Run 1, cells colored by class:
Scale: 1.5 px per um.
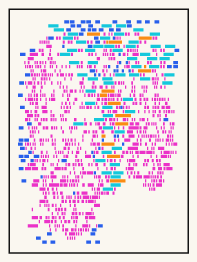
Run 1, clock routing:
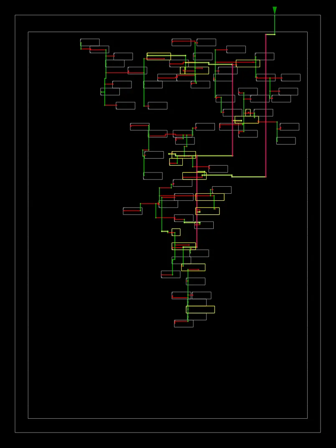
Run 1, metal layers overlaid:
Scale: 1.5 px per um.
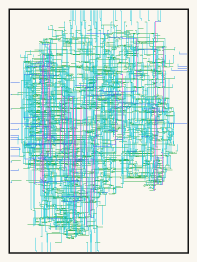
Run 1, cell density map:
Scale: 2 px per um. 12 x 16 tiles, from black (low) to pale yellow (high), 0 to 100% covered.
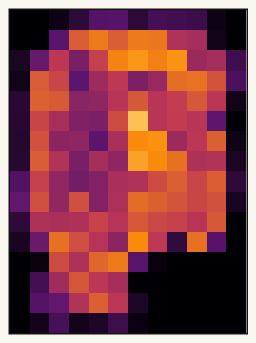
===== src/rtl/alu_seq_if.sv =====
// Issue/result bundle between the control unit, the ALU and the writeback stage.
// The master issues operations and consumes results; the slave is the ALU.
interface alu_seq_if #(
  parameter int BUS = 8
);
  logic           in_valid;
  logic           in_ready;
  logic [BUS-1:0] OPA;
  logic [BUS-1:0] OPB;
  logic [1:0]     FUNTYPE;
  logic [1:0]     FUNCODE;
  logic [BUS-1:0] result;
  logic [BUS-1:0] result_hi;
  logic [BUS-1:0] operandB;
  logic [3:0]     CPSR;
  logic           out_valid;

  modport master (
    output in_valid, OPA, OPB, FUNTYPE, FUNCODE,
    input  in_ready, result, result_hi, operandB, CPSR, out_valid
  );

  modport slave (
    input  in_valid, OPA, OPB, FUNTYPE, FUNCODE,
    output in_ready, result, result_hi, operandB, CPSR, out_valid
  );
endinterface


===== src/rtl/alu_seq.sv =====
// Registered ALU: single-cycle add/sub/logic/shift, iterative unsigned
// multiply (shift-add) and divide (restoring), CPSR flags {V,C,N,Z}.
module alu_seq #(
  parameter int BUS  = 8,
  parameter int CNTW = $clog2(BUS + 1)
) (
  input logic      clk,
  input logic      rst,
  alu_seq_if.slave bus
);

  typedef enum logic {IDLE, BUSY} state_t;

  state_t          state;
  logic [BUS-1:0]  acc_hi;     // product high half / partial remainder
  logic [BUS-1:0]  acc_lo;     // multiplier -> product low half / dividend -> quotient
  logic [BUS-1:0]  opnd;       // multiplicand / divisor
  logic [CNTW-1:0] cnt;
  logic            is_div;

  logic [BUS-1:0]  result_q, result_hi_q, operand_b_q;
  logic [3:0]      cpsr_q;
  logic            out_valid_q;

  logic            accept;
  logic            start_iter;
  logic [CNTW-1:0] s;

  assign bus.in_ready  = (state == IDLE);
  assign bus.result    = result_q;
  assign bus.result_hi = result_hi_q;
  assign bus.operandB  = operand_b_q;
  assign bus.CPSR      = cpsr_q;
  assign bus.out_valid = out_valid_q;

  assign accept     = bus.in_valid && (state == IDLE);
  assign start_iter = (bus.FUNTYPE == 2'b10) && !bus.FUNCODE[1];
  assign s          = bus.OPB[CNTW-1:0];

  // Single-cycle datapath: result, carry and overflow for classes 00/01 and reserved ops.
  logic [BUS-1:0]  sc_res;
  logic            sc_c, sc_v;
  logic [BUS:0]    wide;
  logic signed [BUS:0] swide;
  logic [CNTW-1:0] rot;

  always_comb begin
    // NOTE: every variable gets a default before the case so no path leaves it
    // unassigned; a missing default here would infer a latch.
    sc_res = '0;
    sc_c   = 1'b0;
    sc_v   = 1'b0;
    wide   = '0;
    swide  = '0;
    rot    = '0;
    case ({bus.FUNTYPE, bus.FUNCODE})
      4'b0000: begin // ADD
        wide   = {1'b0, bus.OPA} + {1'b0, bus.OPB};
        sc_res = wide[BUS-1:0];
        sc_c   = wide[BUS];
        sc_v   = (bus.OPA[BUS-1] == bus.OPB[BUS-1]) && (sc_res[BUS-1] != bus.OPA[BUS-1]);
      end
      4'b0001: begin // SUB: carry is NOT borrow
        wide   = {1'b0, bus.OPA} - {1'b0, bus.OPB};
        sc_res = wide[BUS-1:0];
        sc_c   = ~wide[BUS];
        sc_v   = (bus.OPA[BUS-1] != bus.OPB[BUS-1]) && (sc_res[BUS-1] != bus.OPA[BUS-1]);
      end
      4'b0010: sc_res = bus.OPA & bus.OPB;
      4'b0011: sc_res = bus.OPA | bus.OPB;
      4'b0100: begin // LSL: the extra top bit catches the last bit shifted out
        wide   = {1'b0, bus.OPA} << s;
        sc_res = wide[BUS-1:0];
        sc_c   = wide[BUS];
      end
      4'b0101: begin // LSR: the extra bottom bit catches the last bit shifted out
        wide   = {bus.OPA, 1'b0} >> s;
        sc_res = wide[BUS:1];
        sc_c   = wide[0];
      end
      4'b0110: begin // ASR: saturates to sign copies for s >= BUS
        swide  = $signed({bus.OPA, 1'b0}) >>> s;
        sc_res = swide[BUS:1];
        sc_c   = swide[0];
      end
      4'b0111: begin // ROR by s mod BUS; carry is the new MSB
        rot    = CNTW'(int'(s) % BUS);
        sc_res = (bus.OPA >> rot) | (bus.OPA << (CNTW'(BUS) - rot));
        sc_c   = (s != '0) ? sc_res[BUS-1] : 1'b0;
      end
      default: ; // reserved ops: zero result, Z=1 via the flag logic
    endcase
  end

  // One multiply or divide iteration computed from the current accumulators.
  logic [BUS:0]   add_sum, shl, sub_diff;
  logic [BUS-1:0] nxt_hi, nxt_lo;

  always_comb begin
    add_sum  = {1'b0, acc_hi} + {1'b0, opnd};
    shl      = {acc_hi, acc_lo[BUS-1]};
    sub_diff = shl - {1'b0, opnd};
    if (is_div) begin
      // Remainder never exceeds the divisor, so bit BUS of the difference is the borrow.
      if (!sub_diff[BUS]) begin
        nxt_hi = sub_diff[BUS-1:0];
        nxt_lo = {acc_lo[BUS-2:0], 1'b1};
      end else begin
        nxt_hi = shl[BUS-1:0];
        nxt_lo = {acc_lo[BUS-2:0], 1'b0};
      end
    end else if (acc_lo[0]) begin
      {nxt_hi, nxt_lo} = {add_sum, acc_lo[BUS-1:1]};
    end else begin
      {nxt_hi, nxt_lo} = {1'b0, acc_hi, acc_lo[BUS-1:1]};
    end
  end

  // Control FSM and all registered outputs.
  always_ff @(posedge clk) begin
    // NOTE: sequential state uses non-blocking assignments so every register
    // samples pre-edge values regardless of statement order.
    if (rst) begin
      state       <= IDLE;
      acc_hi      <= '0;
      acc_lo      <= '0;
      opnd        <= '0;
      cnt         <= '0;
      is_div      <= 1'b0;
      result_q    <= '0;
      result_hi_q <= '0;
      operand_b_q <= '0;
      cpsr_q      <= '0;
      out_valid_q <= 1'b0;
    end else begin
      out_valid_q <= 1'b0;
      case (state)
        IDLE: begin
          if (accept) begin
            operand_b_q <= bus.OPB;
            if (start_iter) begin
              state  <= BUSY;
              is_div <= bus.FUNCODE[0];
              cnt    <= '0;
              acc_hi <= '0;
              acc_lo <= bus.FUNCODE[0] ? bus.OPA : bus.OPB;
              opnd   <= bus.FUNCODE[0] ? bus.OPB : bus.OPA;
            end else begin
              result_q    <= sc_res;
              result_hi_q <= '0;
              cpsr_q      <= {sc_v, sc_c, sc_res[BUS-1], (sc_res == '0)};
              out_valid_q <= 1'b1;
            end
          end
        end
        BUSY: begin
          acc_hi <= nxt_hi;
          acc_lo <= nxt_lo;
          cnt    <= cnt + 1'b1;
          if (cnt == CNTW'(BUS - 1)) begin
            state       <= IDLE;
            result_q    <= nxt_lo;
            result_hi_q <= nxt_hi;
            cpsr_q      <= {is_div && (opnd == '0), !is_div && (nxt_hi != '0),
                            nxt_lo[BUS-1], (nxt_lo == '0)};
            out_valid_q <= 1'b1;
          end
        end
        default: state <= IDLE;
      endcase
    end
  end

endmodule


===== src/flat_wrapper.sv =====
// flat-port wrapper written by rule: the top's interface ports become plain ports
module alu_seq_flat 
#(
  parameter int BUS  = 8,
  parameter int CNTW = $clog2(BUS + 1)
)
  (clk, rst, bus_in_valid, bus_OPA, bus_OPB, bus_FUNTYPE, bus_FUNCODE, bus_in_ready, bus_result, bus_result_hi, bus_operandB, bus_CPSR, bus_out_valid);
  alu_seq_if #(.BUS(BUS)) bus_i ();
  input logic clk;
  input logic rst;
  input wire logic [$bits(bus_i.in_valid)-1:0] bus_in_valid;
  input wire logic [$bits(bus_i.OPA)-1:0] bus_OPA;
  input wire logic [$bits(bus_i.OPB)-1:0] bus_OPB;
  input wire logic [$bits(bus_i.FUNTYPE)-1:0] bus_FUNTYPE;
  input wire logic [$bits(bus_i.FUNCODE)-1:0] bus_FUNCODE;
  output wire logic [$bits(bus_i.in_ready)-1:0] bus_in_ready;
  output wire logic [$bits(bus_i.result)-1:0] bus_result;
  output wire logic [$bits(bus_i.result_hi)-1:0] bus_result_hi;
  output wire logic [$bits(bus_i.operandB)-1:0] bus_operandB;
  output wire logic [$bits(bus_i.CPSR)-1:0] bus_CPSR;
  output wire logic [$bits(bus_i.out_valid)-1:0] bus_out_valid;
  assign bus_i.in_valid = bus_in_valid;
  assign bus_i.OPA = bus_OPA;
  assign bus_i.OPB = bus_OPB;
  assign bus_i.FUNTYPE = bus_FUNTYPE;
  assign bus_i.FUNCODE = bus_FUNCODE;
  assign bus_in_ready = bus_i.in_ready;
  assign bus_result = bus_i.result;
  assign bus_result_hi = bus_i.result_hi;
  assign bus_operandB = bus_i.operandB;
  assign bus_CPSR = bus_i.CPSR;
  assign bus_out_valid = bus_i.out_valid;
  alu_seq #(.BUS(BUS), .CNTW(CNTW)) u_core (.clk(clk), .rst(rst), .bus(bus_i));
endmodule

===== config.mk =====
export PLATFORM = sky130hd
export DESIGN_NAME = alu_seq_flat
export DESIGN_NICKNAME = d
export VERILOG_FILES = /design/src/rtl/alu_seq_if.sv /design/src/rtl/alu_seq.sv /design/src/flat_wrapper.sv
export SDC_FILE = /design/constraint.sdc
export NUM_CORES = 1
export LEC_CHECK = 0
export ABC_AREA = 1
export CAP_MARGIN = 10
export CORE_ASPECT_RATIO = 1.4
export CORE_MARGIN = 5
export CORE_UTILIZATION = 35
export DETAILED_ROUTE_END_ITERATION = 7
export GPL_TIMING_DRIVEN = 0
export SLEW_MARGIN = 20
export SYNTH_ARGS = -nofsm -noshare
export SYNTH_HDL_FRONTEND = slang
export SYNTH_SLANG_ARGS = --single-unit

===== constraint.sdc =====
create_clock -name clk -period 4.1 [get_ports clk]
set_input_delay 0.82 -clock clk [delete_from_list [all_inputs] [get_ports clk]]
set_output_delay 0.82 -clock clk [all_outputs]
set_load 0.1 [all_outputs]

==> results.yml, run 1 <==
# synthesis and place-and-route metrics
run_status:
  outcome: "finished clean"
finish:
  lay_top_count: "nand2_1"
  fin_util_pct: 42.2
  seq_share_pct: 17.0
  fin_nets: 1092
  inverters: 122
  stdcell_count: 1225
  num-multi-input-gates: 745
  drive_above_1_share_pct: 6.53
  area_delta_synth_final_pct: 18.9
  num_antenna_cells: 0
  dominant-cell-class: "multi-input combinational cells"
  seqCellArea_mm2: 0.00116
  clock_area_share_pct: 4.65
  buffers: 86
  design_area_mm2: 0.00683
  comb_area_mm2: 0.00392
  seq_cells: 58
  layout_top_cells: "282 x nand2_1, 110 x inv_1, 85 x nand3_1"
  nonClkBufAreaFrac_pct: 10.5
  sh_comb_area_pct: 57.4
  fillers: 1792
die:
  n_tap_cell: 199
  fp.dieW_um: 118
  dieArea_mm2: 0.0191
  std_cell_rows: 55
  core_area_mm2: 0.0162
  io_pins: 53
  initCoreUtil_pct: 35.5
  fp.dieH_um: 162
min_path:
  hp-start: "u_core.bus.result[5]$_SDFFE_PP0P_"
  hold_class: "register to register"
  holdPathStages: 2
  holdPathEnd: "u_core.bus.result[5]$_SDFFE_PP0P_"
clocking:
  cts_hold_buffers: 0
  post-cts-setup-buffers: 0
  cts_tree: "done"
  cts_sinks: 58
  h-tree-depth: 3
  clk_pin_slew_ns: 0.05
  cts_buffer_depth: 2
  ctsResizeCount: 0
  cts_root_buffer: "clkbuf_16"
final_timing:
  holdWs_ns: 0.468
  rsz0062_at_grt: "false"
  setup_ws_ns: 0.215
  worst_pin_slew_ns: 0.982
  maxClockFrequency_ghz: 0.257
  slew_violations: 0
  slew_headroom_pct: 34.3
  setup_viol: 0
  fin_crit_sh_pct: 94.8
  tns_ns: 0
  finalHoldViolCount: 0
  finalCriticalPeriod_ns: 3.89
route:
  wl_per_cell_um: 17.7
  ant_nets: 0
  detail_route.iter0.violations: 462
  detail_route.vias_per_cell: 5.38
  drt_pre_antenna_iters: 6
  drc: 0
  routed_wl_um: 21700
worst_setup_path:
  cp-startpoint: "u_core.state$_SDFF_PP0_"
  cp.arrival_ns: 3.07
  critPathCaptureType: "output port"
  reg2regPathDepth: 18
  cp-endpoint: "bus_in_ready"
  timing.reg2reg.setup_slack_ns: 1.47
  worstPathMaxFanout: 10
  r2r_start: "u_core.acc_lo[7]$_SDFFE_PP0P_"
  start_kind: "register"
  crit_type: "register to output port"
  r2r-end: "u_core.bus.CPSR[2]$_SDFFE_PP0P_"
  worstPathRequired_ns: 3.28
yosys:
  ys_seq_share_pct: 20.2
  mux_area_share_pct: 0.349
  yosysUniqueCellTypes: 45
  most_common_cell: "nand2_1"
  netlist_logic_family_top: "simple AND/OR/NAND/NOR gates"
  syn_area_per_cell_um2: 5.99
  ys_cells: 959
  ff_type: "dfxtp_1"
  simple_gate_share_pct: 36.6
  common_cells: "282 x nand2_1, 110 x inv_1, 85 x nand3_1, 75 x o21ai_0, 70 x nor2_1"
  ys_area_mm2: 0.00574
  topCellsByArea: "dfxtp_1 20%, nand2_1 18%, ha_1 9.4%, nand3_1 7.4%, inv_1 7.2%"
  synth-edff-count: 0
  async_flop_share_pct: 0
  syn_area_mm2: 0.00574
  xor_area_share_pct: 0.893
  yosys_warnings: 0
  syn_inst: 959
  yosysTopAreaCellShare_pct: 20.2
  aoi_share_pct: 19.7
  synth_adder_area_share_pct: 10.8
  top_area_cell: "dfxtp_1"
  synth_nets: 1029
  synth_flops: 58
global_route:
  grt_pass1_vias: 6455
  grt_pass1_wl_um: 34200
  grt_max_degree: 15
  grt.overflow.total: 0
  antenna_found_initial: 0
placement:
  io_buffer_count: 52
  dpl_cell_area_mm2: 0.00651
  dp_cells: 1210
  dpl.hpwl_um: 17600
  post-place-ws_ns: -0.0423
  routabilityCongestion: 0.995
pwr:
  p_leak_nw: 3.12
  p_total_mw: 2.07
  peakVddDrop_mv: 0.199
  power.density_mw_per_mm2: 303
flow_run:
  timing.max_cap.violations: 0
  warnings: 43
## Picture notes: 'cells colored by class'
sequential cells -> cyan  # cells 58, share of their area 18%
remaining buffers and delay cells -> blue  # cells 86, share of their area 11%
combinational and other logic -> magenta  # cells 867, share of their area 67%
clock drivers and dummy loads -> orange  # cells 15, share of their area 4.8%

## Picture notes: 'clock routing'
Clock Power: 0.801 mW
Final Skew: 0.00882 ns
clock buffers: 10
worst-skew pair later-pin latency: 0.33 ns
CTS buffer count: 9

## Picture notes: 'metal layers overlaid'
metal 4 -> magenta  # wire length 1290 um
metal 1 -> green  # wire length 8200 um
metal 2 -> cyan  # wire length 11500 um
metal 3 -> blue  # wire length 700 um
Via Count: 6595
GRT Overall Usage: 22.4%

## Picture notes: 'cell density map'
nearly empty tiles = 18%
emptiest ninth of the die = south-east
mean over tiles = 34%
fullest tile = 87%

run 1: layer usage:
metal  wire (um)  up-vias  GRT usage (%)
li1            -     3309              -
met1        8200     3031           23.3
met2       11500      193           42.8
met3         700       62           2.17
met4        1290        0           13.1
met5           0        -              0
run 1: where the power goes:
group	internal (mW)	total (mW)	switching [mW]	leakage [nW]
Sequential	0.588	0.604	0.0167	0.473
Combinational	0.190	0.662	0.472	2.49
Clock	0.543	0.801	0.258	0.158
run 1: worst max-delay path: stages (launching register included):
cell and delay, ns:
dfxtp_1 0.29, buf_2 0.18, inv_2 0.10, clkbuf_1 0.43, buf_1 0.50, clkdlybuf4s50_1 1.24
==> run 2: changes to the inputs <==
--- a/config.mk
+++ b/config.mk
@@ -9,9 +9,10 @@
 export CAP_MARGIN = 10
 export CORE_ASPECT_RATIO = 1.4
 export CORE_MARGIN = 5
-export CORE_UTILIZATION = 35
+export CORE_UTILIZATION = 64
 export DETAILED_ROUTE_END_ITERATION = 7
 export GPL_TIMING_DRIVEN = 0
+export PLACE_DENSITY = 0.88
 export SLEW_MARGIN = 20
 export SYNTH_ARGS = -nofsm -noshare
 export SYNTH_HDL_FRONTEND = slang
==> results.yml, run 2 <==
# synthesis and place-and-route metrics
yosys:
  yosysTopAreaCellShare_pct: 20.2
  syn_area_mm2: 0.00574
  yosys_warnings: 0
  synth_nets: 1029
  yosysUniqueCellTypes: 45
  top_area_cell: "dfxtp_1"
  syn_inst: 959
  syn_area_per_cell_um2: 5.99
  ys_cells: 959
  synth-edff-count: 0
  common_cells: "282 x nand2_1, 110 x inv_1, 85 x nand3_1, 75 x o21ai_0, 70 x nor2_1"
  synth_flops: 58
  ys_seq_share_pct: 20.2
  most_common_cell: "nand2_1"
  ys_area_mm2: 0.00574
  topCellsByArea: "dfxtp_1 20%, nand2_1 18%, ha_1 9.4%, nand3_1 7.4%, inv_1 7.2%"
  ff_type: "dfxtp_1"
  async_flop_share_pct: 0
clocking:
  post-cts-setup-buffers: 0
  ctsResizeCount: 0
  h-tree-depth: 3
  cts_made_buffers: 9
  cts_root_buffer: "clkbuf_16"
  clk_pin_slew_ns: 0.05
  cts_tree: "done"
  cts_sinks: 58
  cts_buffer_depth: 2
  cts_hold_buffers: 0
  clk-insertion-delay-late_ns: 0.33
final_timing:
  fin_crit_sh_pct: 91.9
  setup_ws_ns: 0.331
  finalClockSkew_ns: 0.0102
  setup_viol: 0
  rsz0062_at_grt: "false"
  finalCriticalPeriod_ns: 3.77
  maxClockFrequency_ghz: 0.265
  finalHoldViolCount: 0
  slew_violations: 0
  tns_ns: 0
  holdWs_ns: 0.471
  slew_headroom_pct: 32.6
route:
  routed_wl_um: 20300
  detail_route.vias_per_cell: 6.07
  drc: 0
  detail_route.iter0.violations: 673
  dr_wl_met3_um: 1420
  highest_layer: "met4"
  wl_per_cell_um: 17.9
  wl_met2_um: 9870
  ant_nets: 0
  wl_met1_um: 7030
  drt_pre_antenna_iters: 5
pwr:
  power.density_mw_per_mm2: 294
  p_leak_nw: 3.10
  p_total_mw: 1.97
  peakVddDrop_mv: 0.308
global_route:
  grtUsageMet1_pct: 37.2
  use_met3_pct: 3.95
  grt_util_met2_pct: 63.3
  grt.overflow.total: 0
  grt_util_all_layers_pct: 35.9
  grt_pass1_vias: 6477
  grt_max_degree: 15
  grt-busiest-layer: "met2"
finish:
  area_delta_synth_final_pct: 16.3
  drive_above_1_share_pct: 6.62
  layout_top_cells: "282 x nand2_1, 110 x inv_1, 85 x nand3_1"
  stdcell_count: 1134
  num_antenna_cells: 0
  comb_area_mm2: 0.00392
  design_area_mm2: 0.00668
  seqCellArea_mm2: 0.00116
  fillers: 745
  lay_top_count: "nand2_1"
  fin_nets: 1092
worst_setup_path:
  crit_type: "register to output port"
  path_cells: "buf_2 > inv_2 > clkbuf_1 > buf_1 > clkdlybuf4s50_1"
  critPathCaptureType: "output port"
  worst-path-stages: 5
  critPathSlowestCell: "clkdlybuf4s50_1"
  cp-endpoint: "bus_in_ready"
  worstPathRequired_ns: 3.28
  worstPathMaxFanout: 10
  timing.reg2reg.setup_slack_ns: 1.33
  critPathMaxStageDelay_ns: 1.23
  path_buffers: 5
  cp.arrival_ns: 2.95
  start_kind: "register"
  path_delay_family: "buffers and inverters"
  reg2regPathDepth: 16
  cp-startpoint: "u_core.state$_SDFF_PP0_"
  r2r_start: "u_core.acc_lo[7]$_SDFFE_PP0P_"
min_path:
  holdPathStages: 2
  hold_class: "register to register"
  holdPathEnd: "u_core.bus.result_hi[7]$_SDFFE_PP0P_"
placement:
  routabilityCongestion: 1.01
  io_buffer_count: 52
  dpl.hpwl_um: 15900
  post-place-ws_ns: 0.142
  dpl_cell_area_mm2: 0.00640
flow_run:
  timing.max_cap.violations: 0
  warnings: 43
die:
  io_pins: 53
  fp.dieH_um: 122
  initCoreUtil_pct: 64.7
  core_area_mm2: 0.00887
  dieArea_mm2: 0.0110
  fp.dieW_um: 90.1
run_status:
  outcome: "finished clean"
==> run 2: cells by family after synthesis <==
family          share of synthesized area [%]
mux                                     0.349
simple gates                             36.6
flops                                    20.2
xor+xnor                                0.893
compound gates                           19.7
fa+ha+maj                                10.8
buf+inv                                  11.5
==> run 2: where the power goes <==
| part | internal (mW) | leakage, nW | switching [mW] |
|---|---|---|---|
| logic | 0.190 | 2.49 | 0.473 |
| registers | 0.587 | 0.473 | 0.0166 |
| clock network | 0.424 | 0.134 | 0.274 |
==> run 2: layout make-up <==
class / instances / area share, %
Clock inverter: 6 / 0.637
Tap cell: 107 / 2.00
Inverter: 122 / 6.88
Sequential cell: 58 / 17.4
Timing Repair Buffer: 52 / 7.79
Buffer: 34 / 2.98
Multi-Input combinational cell: 745 / 58.7
Clock buffer: 10 / 3.58
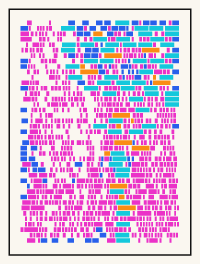
Run 2: cells colored by class
Scale: 2 px per um.
sequential cells -> cyan  # cells 58, share of their area 18%
remaining buffers and delay cells -> blue  # cells 86, share of their area 11%
clock drivers and dummy loads -> orange  # cells 16, share of their area 4.3%
combinational and other logic -> magenta  # cells 867, share of their area 67%
sequential share of cell area: 17.4%
Final Util: 75.2%

Power and IR drop assume default switching activity.
